### config.mk
export PLATFORM = sky130hd
export DESIGN_NAME = inst_fetch
export DESIGN_NICKNAME = d
export VERILOG_FILES = /design/src/rtl/inst_fetch_pkg.sv /design/src/rtl/inst_fetch_ifq_fifo.sv /design/src/rtl/inst_fetch.sv
export SDC_FILE = /design/constraint.sdc
export NUM_CORES = 1
export LEC_CHECK = 0
export CAP_MARGIN = 0
export CORE_ASPECT_RATIO = 0.75
export CORE_MARGIN = 2
export CORE_UTILIZATION = 38
export DETAILED_ROUTE_END_ITERATION = 8
export GPL_TIMING_DRIVEN = 0
export SLEW_MARGIN = 15
export SYNTH_ARGS = -nofsm -noshare
export SYNTH_HDL_FRONTEND = slang
export SYNTH_SLANG_ARGS = --single-unit
### constraint.sdc
create_clock -name clk -period 9 [get_ports clk]
set_input_delay 0.9 -clock clk [delete_from_list [all_inputs] [get_ports clk]]
set_output_delay 0.9 -clock clk [all_outputs]
set_load 0.1 [all_outputs]
### src/rtl/inst_fetch_pkg.sv
`default_nettype none
// ============================================================================
// Module      : inst_fetch_pkg
// Description : Shared widths, encodings and helpers for the instruction
//               fetch unit and its prefetch queue.
// Revision    : 1.0 - initial release
// ============================================================================
package inst_fetch_pkg;

    // Bus widths
    localparam int INST_ADDR_BUS  = 32;
    localparam int INST_BUS       = 32;

    // Encodings
    localparam logic [31:0] ZERO_WORD    = 32'h0000_0000;
    localparam logic        CHIP_ENABLE  = 1'b1;
    localparam logic        CHIP_DISABLE = 1'b0;

    // Prefetch queue geometry
    localparam int IFQ_DEPTH      = 4;
    localparam int IFQ_DEPTH_LOG2 = 2;
    localparam int IFQ_WIDTH      = INST_ADDR_BUS + INST_BUS;

    // One queued fetch result
    typedef struct packed {
        logic [INST_ADDR_BUS-1:0] pc;
        logic [INST_BUS-1:0]      inst;
    } ifq_entry_t;

    // Force a byte address onto a word boundary
    function automatic logic [INST_ADDR_BUS-1:0] word_align(
        input logic [INST_ADDR_BUS-1:0] addr
    );
        return {addr[INST_ADDR_BUS-1:2], 2'b00};
    endfunction

endpackage : inst_fetch_pkg
`default_nettype wire

### src/rtl/inst_fetch_ifq_fifo.sv
`default_nettype none
// ============================================================================
// Module      : ifq_fifo
// Description : Synchronous FIFO used as the instruction prefetch queue.
//               Flush has priority over push and pop. Storage contents are
//               not reset; only pointers and occupancy are.
// Ports       : clk, rst      - clock, asynchronous active-high reset
//               i_push/i_wdata - write request and data
//               i_pop          - remove head entry (ignored when empty)
//               i_flush        - discard all entries
//               o_rdata        - head entry (valid when !o_empty)
//               o_full/o_empty/o_count - occupancy status
// Revision    : 1.0 - initial release
// ============================================================================
module ifq_fifo
    import inst_fetch_pkg::*;
#(
    parameter int DEPTH      = IFQ_DEPTH,
    parameter int DEPTH_LOG2 = IFQ_DEPTH_LOG2,
    parameter int WIDTH      = IFQ_WIDTH
) (
    input  logic                  clk,
    input  logic                  rst,
    input  logic                  i_push,
    input  logic [WIDTH-1:0]      i_wdata,
    input  logic                  i_pop,
    input  logic                  i_flush,
    output logic [WIDTH-1:0]      o_rdata,
    output logic                  o_full,
    output logic                  o_empty,
    output logic [DEPTH_LOG2:0]   o_count
);

    localparam logic [DEPTH_LOG2:0] c_full_count = DEPTH[DEPTH_LOG2:0];

    logic [WIDTH-1:0]      r_mem [DEPTH];
    logic [DEPTH_LOG2-1:0] r_rd_ptr;
    logic [DEPTH_LOG2-1:0] r_wr_ptr;
    logic [DEPTH_LOG2:0]   r_count;

    logic w_do_pop;
    logic w_do_push;

    assign o_full    = (r_count == c_full_count);
    assign o_empty   = (r_count == '0);
    assign o_count   = r_count;
    assign o_rdata   = r_mem[r_rd_ptr];

    // A push into a full queue is accepted when the head leaves at the same edge.
    assign w_do_pop  = i_pop & ~o_empty;
    assign w_do_push = i_push & (~o_full | w_do_pop);

    // Pointers wrap naturally because DEPTH is a power of two.
    always_ff @(posedge clk or posedge rst) begin
        if (rst) begin
            r_rd_ptr <= '0;
            r_wr_ptr <= '0;
            r_count  <= '0;
        end else if (i_flush) begin
            r_rd_ptr <= '0;
            r_wr_ptr <= '0;
            r_count  <= '0;
        end else begin
            if (w_do_pop) begin
                r_rd_ptr <= r_rd_ptr + 1'b1;
            end
            if (w_do_push) begin
                r_wr_ptr <= r_wr_ptr + 1'b1;
            end
            case ({w_do_push, w_do_pop})
                2'b10:   r_count <= r_count + 1'b1;
                2'b01:   r_count <= r_count - 1'b1;
                default: r_count <= r_count;
            endcase
        end
    end

    always_ff @(posedge clk) begin
        if (w_do_push && !i_flush) begin
            r_mem[r_wr_ptr] <= i_wdata;
        end
    end

endmodule : ifq_fifo
`default_nettype wire

### src/rtl/inst_fetch.sv
`default_nettype none
// ============================================================================
// Module      : inst_fetch
// Description : Instruction fetch unit with a 4-entry prefetch queue.
//               Issues word fetches to a combinational ROM, captures the
//               returned instruction with its PC, and presents the queue
//               head to the decode stage with a valid/ready handshake.
//               A branch redirect flushes the queue and reloads the PC.
// Ports       : clk, rst        - clock, asynchronous active-high reset
//               rom_ce_o        - ROM chip enable (high on each issue)
//               rom_addr_o      - ROM byte address (zero when idle)
//               rom_inst_i      - ROM read data, same cycle
//               branch_flag_i   - redirect request
//               branch_target_i - redirect address (low 2 bits dropped)
//               id_ready_i      - decode accepts head entry
//               if_valid_o      - head entry valid
//               if_pc_o         - head PC (zero when not valid)
//               if_inst_o       - head instruction (zero when not valid)
// Revision    : 1.0 - initial release
// ============================================================================
module inst_fetch
    import inst_fetch_pkg::*;
(
    input  logic                     clk,
    input  logic                     rst,
    output logic                     rom_ce_o,
    output logic [INST_ADDR_BUS-1:0] rom_addr_o,
    input  logic [INST_BUS-1:0]      rom_inst_i,
    input  logic                     branch_flag_i,
    input  logic [INST_ADDR_BUS-1:0] branch_target_i,
    input  logic                     id_ready_i,
    output logic                     if_valid_o,
    output logic [INST_ADDR_BUS-1:0] if_pc_o,
    output logic [INST_BUS-1:0]      if_inst_o
);

    localparam logic [IFQ_DEPTH_LOG2:0] c_full_count = IFQ_DEPTH[IFQ_DEPTH_LOG2:0];

    logic [INST_ADDR_BUS-1:0] r_fetch_pc;
    logic                     r_en;

    logic                     w_issue;
    logic                     w_pop;
    logic                     w_valid;
    logic                     w_full;
    logic                     w_empty;
    logic [IFQ_DEPTH_LOG2:0]  w_count;
    ifq_entry_t               w_push_entry;
    ifq_entry_t               w_head_entry;

    assign w_valid = ~w_empty;
    assign w_pop   = w_valid & id_ready_i;

    // A full queue may still fetch when the head is consumed this cycle.
    // A redirect suppresses the fetch so the stale path is never requested.
    assign w_issue = r_en & ~branch_flag_i & (~w_full | w_pop);

    assign w_push_entry.pc   = r_fetch_pc;
    assign w_push_entry.inst = rom_inst_i;

    ifq_fifo #(
        .DEPTH      (IFQ_DEPTH),
        .DEPTH_LOG2 (IFQ_DEPTH_LOG2),
        .WIDTH      (IFQ_WIDTH)
    ) u_ifq_fifo (
        .clk     (clk),
        .rst     (rst),
        .i_push  (w_issue),
        .i_wdata (w_push_entry),
        .i_pop   (w_pop),
        .i_flush (branch_flag_i),
        .o_rdata (w_head_entry),
        .o_full  (w_full),
        .o_empty (w_empty),
        .o_count (w_count)
    );

    // Fetch PC and run flag. en rises on the first edge out of reset so the
    // first ROM access happens one cycle after reset release.
    always_ff @(posedge clk or posedge rst) begin
        if (rst) begin
            r_fetch_pc <= ZERO_WORD;
            r_en       <= 1'b0;
        end else begin
            r_en <= 1'b1;
            if (branch_flag_i) begin
                r_fetch_pc <= word_align(branch_target_i);
            end else if (w_issue) begin
                r_fetch_pc <= r_fetch_pc + 32'd4;   // wraps modulo 2^32
            end
        end
    end

    // Occupancy sanity: the queue never exceeds its depth and the full flag
    // agrees with the count.
    always @(posedge clk) begin
        if (!rst) begin
            assert (w_count <= c_full_count);
            assert (w_full == (w_count == c_full_count));
        end
    end

    assign rom_ce_o   = w_issue ? CHIP_ENABLE : CHIP_DISABLE;
    assign rom_addr_o = w_issue ? r_fetch_pc : ZERO_WORD;

    assign if_valid_o = w_valid;
    assign if_pc_o    = w_valid ? w_head_entry.pc   : ZERO_WORD;
    assign if_inst_o  = w_valid ? w_head_entry.inst : ZERO_WORD;

endmodule : inst_fetch
`default_nettype wire

Cells coloured by class:
Drawn at 1.5 px/um.
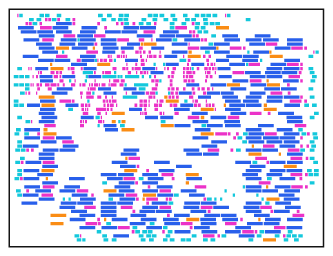
- orange: clock drivers and dummy loads (cells 54; share of their area 6.3%)
- magenta: combinational and other logic (cells 368; share of their area 23%)
- blue: flops (cells 286; share of their area 58%)
- cyan: other buffers and delay cells (cells 210; share of their area 13%)

Sequential cells grouped by signal name:
Drawn at 1.5 px/um. Other sequential cells in the stronger grey, the rest of the logic in the fainter grey.
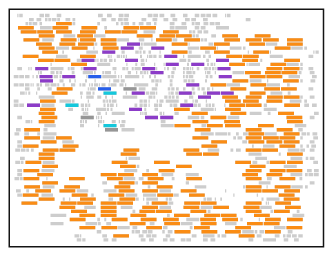
- orange: u_ifq_fifo.r_mem (sequential cells 248; where spread over the die)
- cyan: u_ifq_fifo.o_count (sequential cells 3)
- purple: r_fetch_pc (sequential cells 30)
- blue: u_ifq_fifo.r_wr_ptr (sequential cells 2)
- not coloured: 3

Clock distribution:
Drawn at 1.5 px/um.
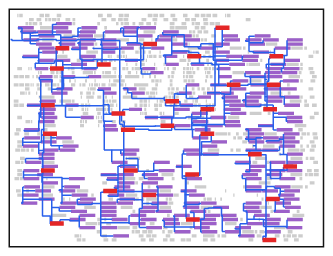
- purple: flip-flops (count 286)
- blue: clock wires (length 3400 um)
- red: clock drivers (count 29)
- routed clock nets: 30
- flops lie: spread over the die

Placement view:
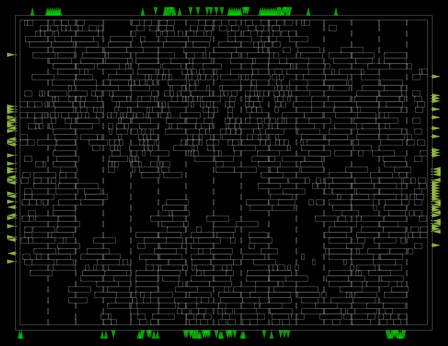
fill count: 2679
Flop Count: 286
Row Count: 56

[cell type report]
class | count | area, um2
plain buffers | 46 | 226
clock buffers | 30 | 729
clock inverters | 24 | 181
fillers | 2679 | 16000
inverters | 6 | 22.5
multi-input cells | 362 | 3290
flip-flops and latches | 286 | 8400
well taps | 406 | 508
repair buffers | 164 | 1720
[cell usage after synthesis (2+ instances only)]
master,n,area (um2)
o211ai_1,7,52.6
a31oi_1,16,100
nand2_1,28,105
inv_1,4,15.0
inv_2,2,7.51
or4_1,15,113
dfrtp_1,38,951
buf_2,12,60.1
xor2_1,8,70.1
nand4bb_1,2,22.5
conb_1,2,7.51
and4_1,4,35.0
xnor2_1,4,35.0
edfxtp_1,248,7450
clkbuf_8,2,27.5
nor2_1,21,78.8
nand4_1,10,62.6
clkbuf_1,27,101
o31ai_1,9,67.6
ha_1,5,62.6
nand3_1,16,80.1
o21ai_0,15,75.1
o31a_1,2,17.5
a21oi_1,4,20.0
nand2b_1,2,12.5
or3_1,5,31.3
nor3_1,4,20.0
and3_1,2,12.5
mux4_2,62,1400
buf_4,5,37.5
and2_1,97,607
nor4_1,2,12.5
[state kept, by name, summed over array words and instances, names as in the netlist]
register             flops
u_ifq_fifo.r_mem       248
r_en                     1
r_fetch_pc              30
u_ifq_fifo.r_rd_ptr      2
u_ifq_fifo.r_wr_ptr      2
u_ifq_fifo.o_count       3
[cells by family (layout without fill, tap and decap cells)]
group | Yosys count | in the layout | synth area share
AND-OR/OR-AND | 59 | 59 | 0.0322
AND/OR/NAND/NOR | 216 | 216 | 0.107
adder cells (fa/ha/maj) | 6 | 6 | 0.00693
buffers and inverters | 52 | 270 | 0.0209
multiplexers | 64 | 64 | 0.119
flip-flops | 286 | 286 | 0.705
XOR/XNOR | 12 | 12 | 0.00882
other | 2 | 5 | 0.000630
==> Slide: Implementation Results <==
Key Metrics from the Run

Synth
  – Mapped Area: around 0.012 mm2
  – Syn Area/Cell: 17.1 um2
  – Synthesized registers: between 200 and 300
  – Yosys Warn Count: 0
  – Cell Type Count: 49
  – Count of library flops with an enable pin: 248

Setup path
  – R2R Setup Slk: 5.89 ns
  – Max incr delay on CP: between 1 and 1.5 ns
  – Reg2Reg Launch Point: u_ifq_fifo.o_count[0]$_DFFE_PP0P_
  – Crit-path max FO: 10
  – Kind of critical path: in -> out
  – Cell Chain, Critical Path: clkdlybuf4s50_1 -> nor4b_2 -> nor3_1 -> clkbuf_1 -> and2_1 -> clkdlybuf4s50_1
  – CP startpoint: id_ready_i
  – Slowest cell on the critical path: clkdlybuf4s50_1
  – Worst setup path endpoint: rom_addr_o[8]
  – Worst Setup Start Kind: input port

Floorplan
  – Die H: between 150 and 200 um
  – DIE AREA: 0.0328 mm2
  – FP Core Util: 0.384
  – Die width: 208 um

Finish
  – Share of cells above drive strength 1: 0.158
  – Top cell excl fill/tap: edfxtp_1
  – Fin cells: 1324
  – # diodes: 0
  – Most instantiated logic cells after routing: edfxtp_1 (248), clkdlybuf4s50_1 (159), and2_1 (93)
  – Area Overhead vs Synth: 26.5%

Min path
  – Hold Path End: u_ifq_fifo.r_mem[2][63]$_DFFE_PP_
  – Worst hold path depth: 0

CTS
  – Clock slew seen by the registers of the worst setup and hold paths: 0.06 ns
  – Clock Latency Late Sink: 0.55 ns
  – Setup bufs post-CTS: 0
  – Post-CTS resize count: 0
  – Post-cts hold buffer count: 0
  – TritonCTS Buffers: 29
  – CTS root buf: clkbuf_16
  – H-Tree Depth: 1
  – CTS Sinks: 286

Route
  – WL per Instance: 20.9 um
  – DRC: 0
  – Routed length on met3: 1600 um
  – Top Layer Used: met5
  – Routed Wire Length: 27700 um
  – Routed Antenna Nets: 0
  – Vias per std cell: 5.19
  – Drt pass-1 iters: 5

Timing
  – Fin Clk Skew: 0.0166 ns
  – Rel. slew slack: 0.284
  – Min Tclk post-route: 5.08 ns
  – RSZ-0062 raised after global routing: no
  – Setup_tns: 0 ns
  – Final period utilization: 0.565
  – Achievable frequency: 197 MHz
  – Setup violators final: 0
  – Slew @ Worst Pin: 1.07 ns

Power
  – Clk. pwr: 0.00115 W
  – Peak supply drop: 0.235 mV
  – Seq pwr share: 0.364
  – P_comb: 0.00158 W
  – Int Pwr: 0.00259 W

Global route
  – Met2 Track Usage GR: 0.267
  – GRT Util Overall: 0.170
  – GR peak layer: met2
  – Largest net degree at the start of global routing: 47
  – Vias in the first global route: 6867

Place
  – PortBufs: 159
  – Pre-CTS setup slack: around 3.9 ns
  – Dpl cells: approximately 1300

Flow run
  – Stage-log warning count: 31

Run status
  – Status: completed
Power figures rest on the tool's default switching activity, not on a simulated workload.
